$ cat src/rtl/keypad_pkg.sv
// rtl/keypad_pkg.sv - shared types and constants for the keypad scanner
package keypad_pkg;

  localparam int NUM_ROWS = 4;
  localparam int NUM_COLS = 4;
  localparam int ROW_W    = 2;
  localparam int COL_W    = 2;
  localparam int KEY_W    = 5;

  localparam logic [KEY_W-1:0] KEY_NONE = 5'd31;
  localparam logic [KEY_W-1:0] KEY_PWRB = 5'd10;
  localparam logic [KEY_W-1:0] KEY_STB  = 5'd13;
  localparam logic [KEY_W-1:0] KEY_NO   = 5'd14;
  localparam logic [KEY_W-1:0] KEY_YES  = 5'd15;

  typedef enum logic [1:0] {
    SCAN        = 2'd0,
    DEB_PRESS   = 2'd1,
    PRESSED     = 2'd2,
    DEB_RELEASE = 2'd3
  } state_t;

  // Index of the lowest active-low row; the lowest row wins when several are low.
  function automatic logic [ROW_W-1:0] lowest_row(input logic [NUM_ROWS-1:0] r_n);
    logic [ROW_W-1:0] idx;
    idx = '0;
    for (int i = NUM_ROWS - 1; i >= 0; i--) begin
      if (!r_n[i]) idx = ROW_W'(i);
    end
    return idx;
  endfunction

endpackage

$ cat src/rtl/scan_tick_gen.sv
// rtl/scan_tick_gen.sv - free-running divider producing a one-cycle tick every SCAN_DIV clocks
module scan_tick_gen #(
  parameter int SCAN_DIV = 27000
) (
  input  logic clk,
  input  logic rst,
  output logic tick
);

  localparam int CNT_W = $clog2(SCAN_DIV);
  localparam logic [CNT_W-1:0] CNT_LAST = CNT_W'(SCAN_DIV - 1);

  logic [CNT_W-1:0] cnt_q;

  // Count 0..SCAN_DIV-1 and wrap; only reset clears it.
  always_ff @(posedge clk or posedge rst) begin
    if (rst) begin
      cnt_q <= '0;
    end else if (cnt_q == CNT_LAST) begin
      cnt_q <= '0;
    end else begin
      cnt_q <= cnt_q + CNT_W'(1);
    end
  end

  assign tick = (cnt_q == CNT_LAST);

endmodule

$ cat src/rtl/keypad_scanner.sv
// rtl/keypad_scanner.sv - 4x4 keypad scan, debounce and level key event; KEYPAD_STROBE_EN adds key_strobe
module keypad_scanner
  import keypad_pkg::*;
#(
  parameter int SCAN_DIV  = 27000,
  parameter int DEB_TICKS = 20
) (
  input  logic                clk,
  input  logic                rst,
  input  logic [NUM_ROWS-1:0] rows_n,
  output logic [NUM_COLS-1:0] cols_n,
  output logic                keypad_pressed,
  output logic [KEY_W-1:0]    key,
  output logic                key_strobe
);

  localparam int DEB_W = $clog2(DEB_TICKS + 1);
  localparam logic [DEB_W-1:0] DEB_LAST = DEB_W'(DEB_TICKS - 1);

  logic                tick;
  logic [NUM_ROWS-1:0] rows_m, rows_s;
  state_t              state_q, state_d;
  logic [COL_W-1:0]    col_q, col_d;
  logic [NUM_COLS-1:0] cols_n_q, cols_n_d;
  logic [NUM_ROWS-1:0] cand_rows_q, cand_rows_d;
  logic [KEY_W-1:0]    cand_code_q, cand_code_d;
  logic [DEB_W-1:0]    deb_q, deb_d;
  logic                pressed_q, pressed_d;
  logic [KEY_W-1:0]    key_q, key_d;
  logic                cand_row_high;

  scan_tick_gen #(.SCAN_DIV(SCAN_DIV)) u_tick (
    .clk  (clk),
    .rst  (rst),
    .tick (tick)
  );

  // Two-flop synchronizer for the asynchronous row inputs; idles high like the pull-ups.
  always_ff @(posedge clk or posedge rst) begin
    if (rst) begin
      rows_m <= '1;
      rows_s <= '1;
    end else begin
      rows_m <= rows_n;
      rows_s <= rows_m;
    end
  end

  assign cand_row_high = rows_s[cand_code_q[3:2]];

  // State and registered outputs.
  always_ff @(posedge clk or posedge rst) begin
    if (rst) begin
      state_q     <= SCAN;
      col_q       <= '0;
      cols_n_q    <= 4'b1110;
      cand_rows_q <= '1;
      cand_code_q <= KEY_NONE;
      deb_q       <= '0;
      pressed_q   <= 1'b0;
      key_q       <= KEY_NONE;
    end else begin
      state_q     <= state_d;
      col_q       <= col_d;
      cols_n_q    <= cols_n_d;
      cand_rows_q <= cand_rows_d;
      cand_code_q <= cand_code_d;
      deb_q       <= deb_d;
      pressed_q   <= pressed_d;
      key_q       <= key_d;
    end
  end

  // Next-state logic; everything moves only on a scan tick.
  always_comb begin
    state_d     = state_q;
    col_d       = col_q;
    cand_rows_d = cand_rows_q;
    cand_code_d = cand_code_q;
    deb_d       = deb_q;
    pressed_d   = pressed_q;
    key_d       = key_q;
    if (tick) begin
      case (state_q)
        SCAN: begin
          if (rows_s == 4'hF) begin
            col_d = col_q + COL_W'(1);
          end else begin
            cand_rows_d = rows_s;
            cand_code_d = {1'b0, lowest_row(rows_s), col_q};
            deb_d       = '0;
            state_d     = DEB_PRESS;
          end
        end
        DEB_PRESS: begin
          if (rows_s == cand_rows_q) begin
            if (deb_q == DEB_LAST) begin
              state_d   = PRESSED;
              pressed_d = 1'b1;
              key_d     = cand_code_q;
            end else begin
              deb_d = deb_q + DEB_W'(1);
            end
          end else begin
            state_d = SCAN;
          end
        end
        PRESSED: begin
          if (cand_row_high) begin
            deb_d   = '0;
            state_d = DEB_RELEASE;
          end
        end
        DEB_RELEASE: begin
          if (cand_row_high) begin
            if (deb_q == DEB_LAST) begin
              state_d   = SCAN;
              pressed_d = 1'b0;
              key_d     = KEY_NONE;
              col_d     = col_q + COL_W'(1);
            end else begin
              deb_d = deb_q + DEB_W'(1);
            end
          end else begin
            state_d = PRESSED;
          end
        end
        default: state_d = SCAN;
      endcase
    end
    cols_n_d = ~(4'b0001 << col_d);
  end

  assign cols_n         = cols_n_q;
  assign keypad_pressed = pressed_q;
  assign key            = key_q;

`ifdef KEYPAD_STROBE_EN
  logic strobe_q;

  // Pulse in the same cycle keypad_pressed rises.
  always_ff @(posedge clk or posedge rst) begin
    if (rst) begin
      strobe_q <= 1'b0;
    end else begin
      strobe_q <= pressed_d & ~pressed_q;
    end
  end

  assign key_strobe = strobe_q;
`else
  assign key_strobe = 1'b0;
`endif

endmodule

$ cat config.mk
export PLATFORM = sky130hd
export DESIGN_NAME = keypad_scanner
export DESIGN_NICKNAME = d
export VERILOG_FILES = /design/src/rtl/keypad_pkg.sv /design/src/rtl/scan_tick_gen.sv /design/src/rtl/keypad_scanner.sv
export SDC_FILE = /design/constraint.sdc
export NUM_CORES = 1
export LEC_CHECK = 0
export CORE_MARGIN = 2
export CORE_UTILIZATION = 50
export CTS_CLUSTER_DIAMETER = 30
export DETAILED_ROUTE_END_ITERATION = 7
export GPL_ROUTABILITY_DRIVEN = 0
export PLACE_DENSITY = 0.83
export SYNTH_ARGS = -nofsm -noshare
export SYNTH_HDL_FRONTEND = slang
export SYNTH_SLANG_ARGS = --single-unit
$ cat constraint.sdc
create_clock -name clk -period 2.2 [get_ports clk]
set_input_delay 0.66 -clock clk [delete_from_list [all_inputs] [get_ports clk]]
set_output_delay 0.66 -clock clk [all_outputs]
set_load 0.02 [all_outputs]
==> results.json <==
{
  "power.clock.total_uw": 678,
  "logic_gates": 156,
  "holdCritPathClass": "flip-flop to flip-flop",
  "met2_usage": 0.312,
  "finalSetupViolCount": 1,
  "min_to": "rows_s[3]",
  "use_met3": 0.0556,
  "ys.flops": 51,
  "slowest_stage": "or4_4",
  "max_freq_mhz": 454,
  "hp-start": "rows_m[3]",
  "p_seq_uw": 959,
  "clockPowerShare": 0.402,
  "worstReg2RegEnd": "deb_q[0]",
  "yosysUniqueCellTypes": 48,
  "finClkSkew_ps": 3.99,
  "met2WireLength_um": 2430,
  "switching_share": 0.219,
  "bufAreaShareNonClock": 0.109,
  "clk_pin_slew_ps": 100,
  "seq_area_frac": 0.435,
  "syn2layout_area_growth_pct": 22.1,
  "ant_nets": 0,
  "p_per_area_nw_per_um2": 561,
  "stdcell_count": 334,
  "crit_buf_inv": 0,
  "io_buffers": 15,
  "holdPathStages": 0,
  "yosysChipArea_um2": 2460,
  "row_count": 25,
  "violations": "setup timing",
  "inverters_excl_clock": 15,
  "cts_sinks": 51,
  "nNetsFinal": 278,
  "flop-count": 51,
  "viasPerCell": 5.45,
  "coreArea_um2": 4720,
  "syn-instance-count": 228,
  "tap_cells": 67,
  "aoi_share": 0.101,
  "simple_gate_share": 0.183,
  "clkLatencyLatePin_ps": 310,
  "dpl.cell_count": 320,
  "nClkBuffers": 5,
  "rr_worst_depth": 5,
  "overflow": 0,
  "maxPowerGroup": "registers",
  "start_kind": "flip-flop",
  "clock_area_frac": 0.0379,
  "synth.logic.top_family": "simple AND/OR/NAND/NOR gates",
  "pwr-share-seq": 0.569,
  "fillers": 360,
  "mux_share": 0.0651,
  "hold_buffers": 0,
  "grtUsageMet1": 0.223,
  "async_reset_ff_frac": 1.00,
  "grt_first_pass_wirelength_um": 7550,
  "cts_tree": "yes",
  "antenna_found_initial": 0,
  "largest_reg_flops": 15,
  "post-route-min-period_ps": 2200,
  "crit_top_cell": "or4_4",
  "drcViolationCount": 0,
  "slew_headroom": 0.643,
  "dr.max_layer_used": "met4",
  "synth-adder-area-share": 0.0305,
  "comb-power_uw": 48.1,
  "power.total_uw": 1690,
  "die_x_um": 74.1,
  "rsz0062_at_grt": "yes",
  "wirelength_um": 4780,
  "slew_violations": 0,
  "finalSetupTns_ps": -1.47,
  "cpLargestDelayFamily": "simple AND/OR/NAND/NOR gates",
  "combGateArea_um2": 1110,
  "final_layout_size_suffix_gt1_frac": 0.296,
  "n_all_buffers": 37,
  "period_used_share": 1.00,
  "grt_pass1_vias": 1666,
  "reg2reg_from": "u_tick.cnt_q[1]",
  "clockBufferDepth": 2,
  "finalHoldViolations": 0,
  "rrSetupSlack_ps": -1,
  "die-area_um2": 5500,
  "yosysWarnings": 0,
  "antennaDiodeCount": 0,
  "power_switching_uw": 369,
  "cts-root-buf": "clkbuf_8",
  "p_leak_uw": 0.00130,
  "crit_path_end_kind": "flip-flop",
  "ys_sh_xor": 0.0534,
  "initial_core_util": 0.521,
  "worst_pin_slew_ps": 536,
  "outcome": "finished, violations left",
  "h-tree-depth": 2,
  "comb_share": 0.371,
  "top_register": "u_tick.cnt_q",
  "largest_class": "sequential cells",
  "regArea_um2": 1310,
  "dominantRegCellSynth": "dfrtp_1",
  "ir_worst_vdd_mv": 0.500,
  "grtUsageTotal": 0.183,
  "grt_max_degree": 25,
  "firstDrtPassIters": 4,
  "syn_avg_cell_area_um2": 10.8,
  "crit_type": "flip-flop to flip-flop",
  "edf_count": 0,
  "setup_slack_ps": -1.47,
  "combPwrFrac": 0.029,
  "grt-busiest-layer": "met2",
  "dr_wl_met3_um": 179,
  "p_int_uw": 1320,
  "die_y_um": 74.1,
  "ioPinCount": 17,
  "ys_seq_share": 0.532,
  "log.warning_count": 30,
  "floorplan.nets": 240,
  "via_count": 1819,
  "path_max_fanout": 3,
  "worstPathArrival_ps": 2430,
  "slowest_delay_ps": 590,
  "yosys_cells": 228,
  "final_util": 0.636,
  "place_ws_ps": -48.1,
  "hpwl_um": 3430,
  "fin_hold_ws_ps": 361,
  "drtIter0Drc": 109
}
[how the worst max path moves through the flow]
stage          depth (start not counted)         end
2_1_floorplan                          6  state_q[1]
3_3_place_gp                           6    deb_q[3]
3_5_place_dp                           6    deb_q[3]
4_1_cts                                7    deb_q[1]
5_1_grt                                6    deb_q[2]
6_report                               5    deb_q[0]
[synthesized netlist by cell type (2+ instances only)]
master,count,area [µm²]
clkbuf_1,5,18.8
xor2_1,11,96.3
xnor2_1,4,35.0
nor3_1,4,20.0
o21a_1,2,15.0
dfstp_2,25,657
nand2b_1,2,12.5
inv_1,15,56.3
o41ai_1,3,26.3
o31ai_1,5,37.5
nand4b_1,2,17.5
nand3_1,11,55.1
mux2_2,6,67.6
nor2_1,21,78.8
nand2_1,13,48.8
nor3b_1,2,15.0
or3_1,2,12.5
and3_1,3,18.8
or2_2,2,12.5
o21ai_0,11,55.1
dfrtp_1,26,651
a21o_1,2,15.0
nand4_2,2,25.0
a21oi_1,11,55.1
mux2i_1,7,70.1
nor2b_1,3,18.8
or4_4,2,22.5
ha_1,6,75.1
[layout by cell type (no fill, tap or decap), types with 4 or more instances in the layout]
| cell | instances |
|---|---|
| dfrtp_1 | 26 |
| dfstp_2 | 25 |
| nor2_1 | 21 |
| buf_4 | 21 |
| clkdlybuf4s50_1 | 15 |
| inv_1 | 14 |
| nand2_1 | 13 |
| nand3_1 | 11 |
| a21oi_1 | 11 |
| xor2_1 | 11 |
| o21ai_0 | 10 |
| mux2i_1 | 7 |
| mux2_2 | 6 |
| ha_1 | 5 |
| clkbuf_8 | 5 |
| xnor2_1 | 4 |
| nor3_1 | 4 |
[repair_timing]
action | CTS | global route
buffers inserted | 3 | 3
endpoints found under the setup margin | 3 | 12
pin swaps | 1 | 3
cloned | 0 | 0
gates resized | 0 | 9
==> images/clk_routes.png <==
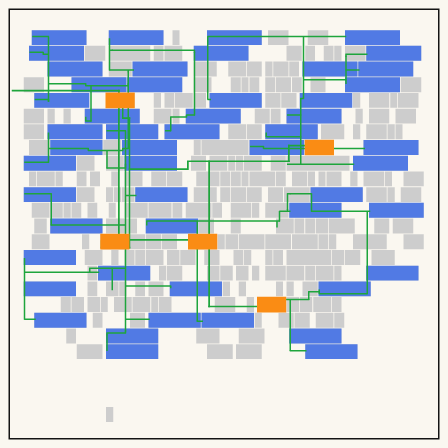
Key: flip-flops = blue [count 51]; clock drivers = orange [count 5]; clock wires = green [length 635 µm]
Position of the flops: widely spread. There are 6 routed clock nets.

==> images/wires.png <==
Two of the layers only.
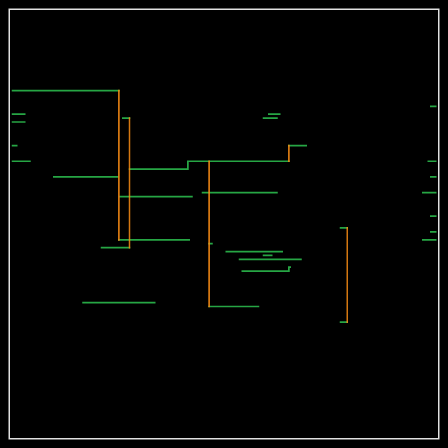
Key: metal 3 = green [wire length 180 µm]; metal 4 = orange [wire length 92.5 µm]

==> images/placement_by_type.png <==
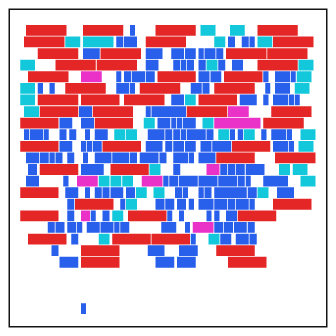
Key: flops = red [cells 51]; combinational and other logic = blue [cells 171]; other buffers and delay cells = cyan [cells 37]; clock drivers and dummy loads = magenta [cells 8]

No activity file was given, so power comes from the tool's default toggle rates.
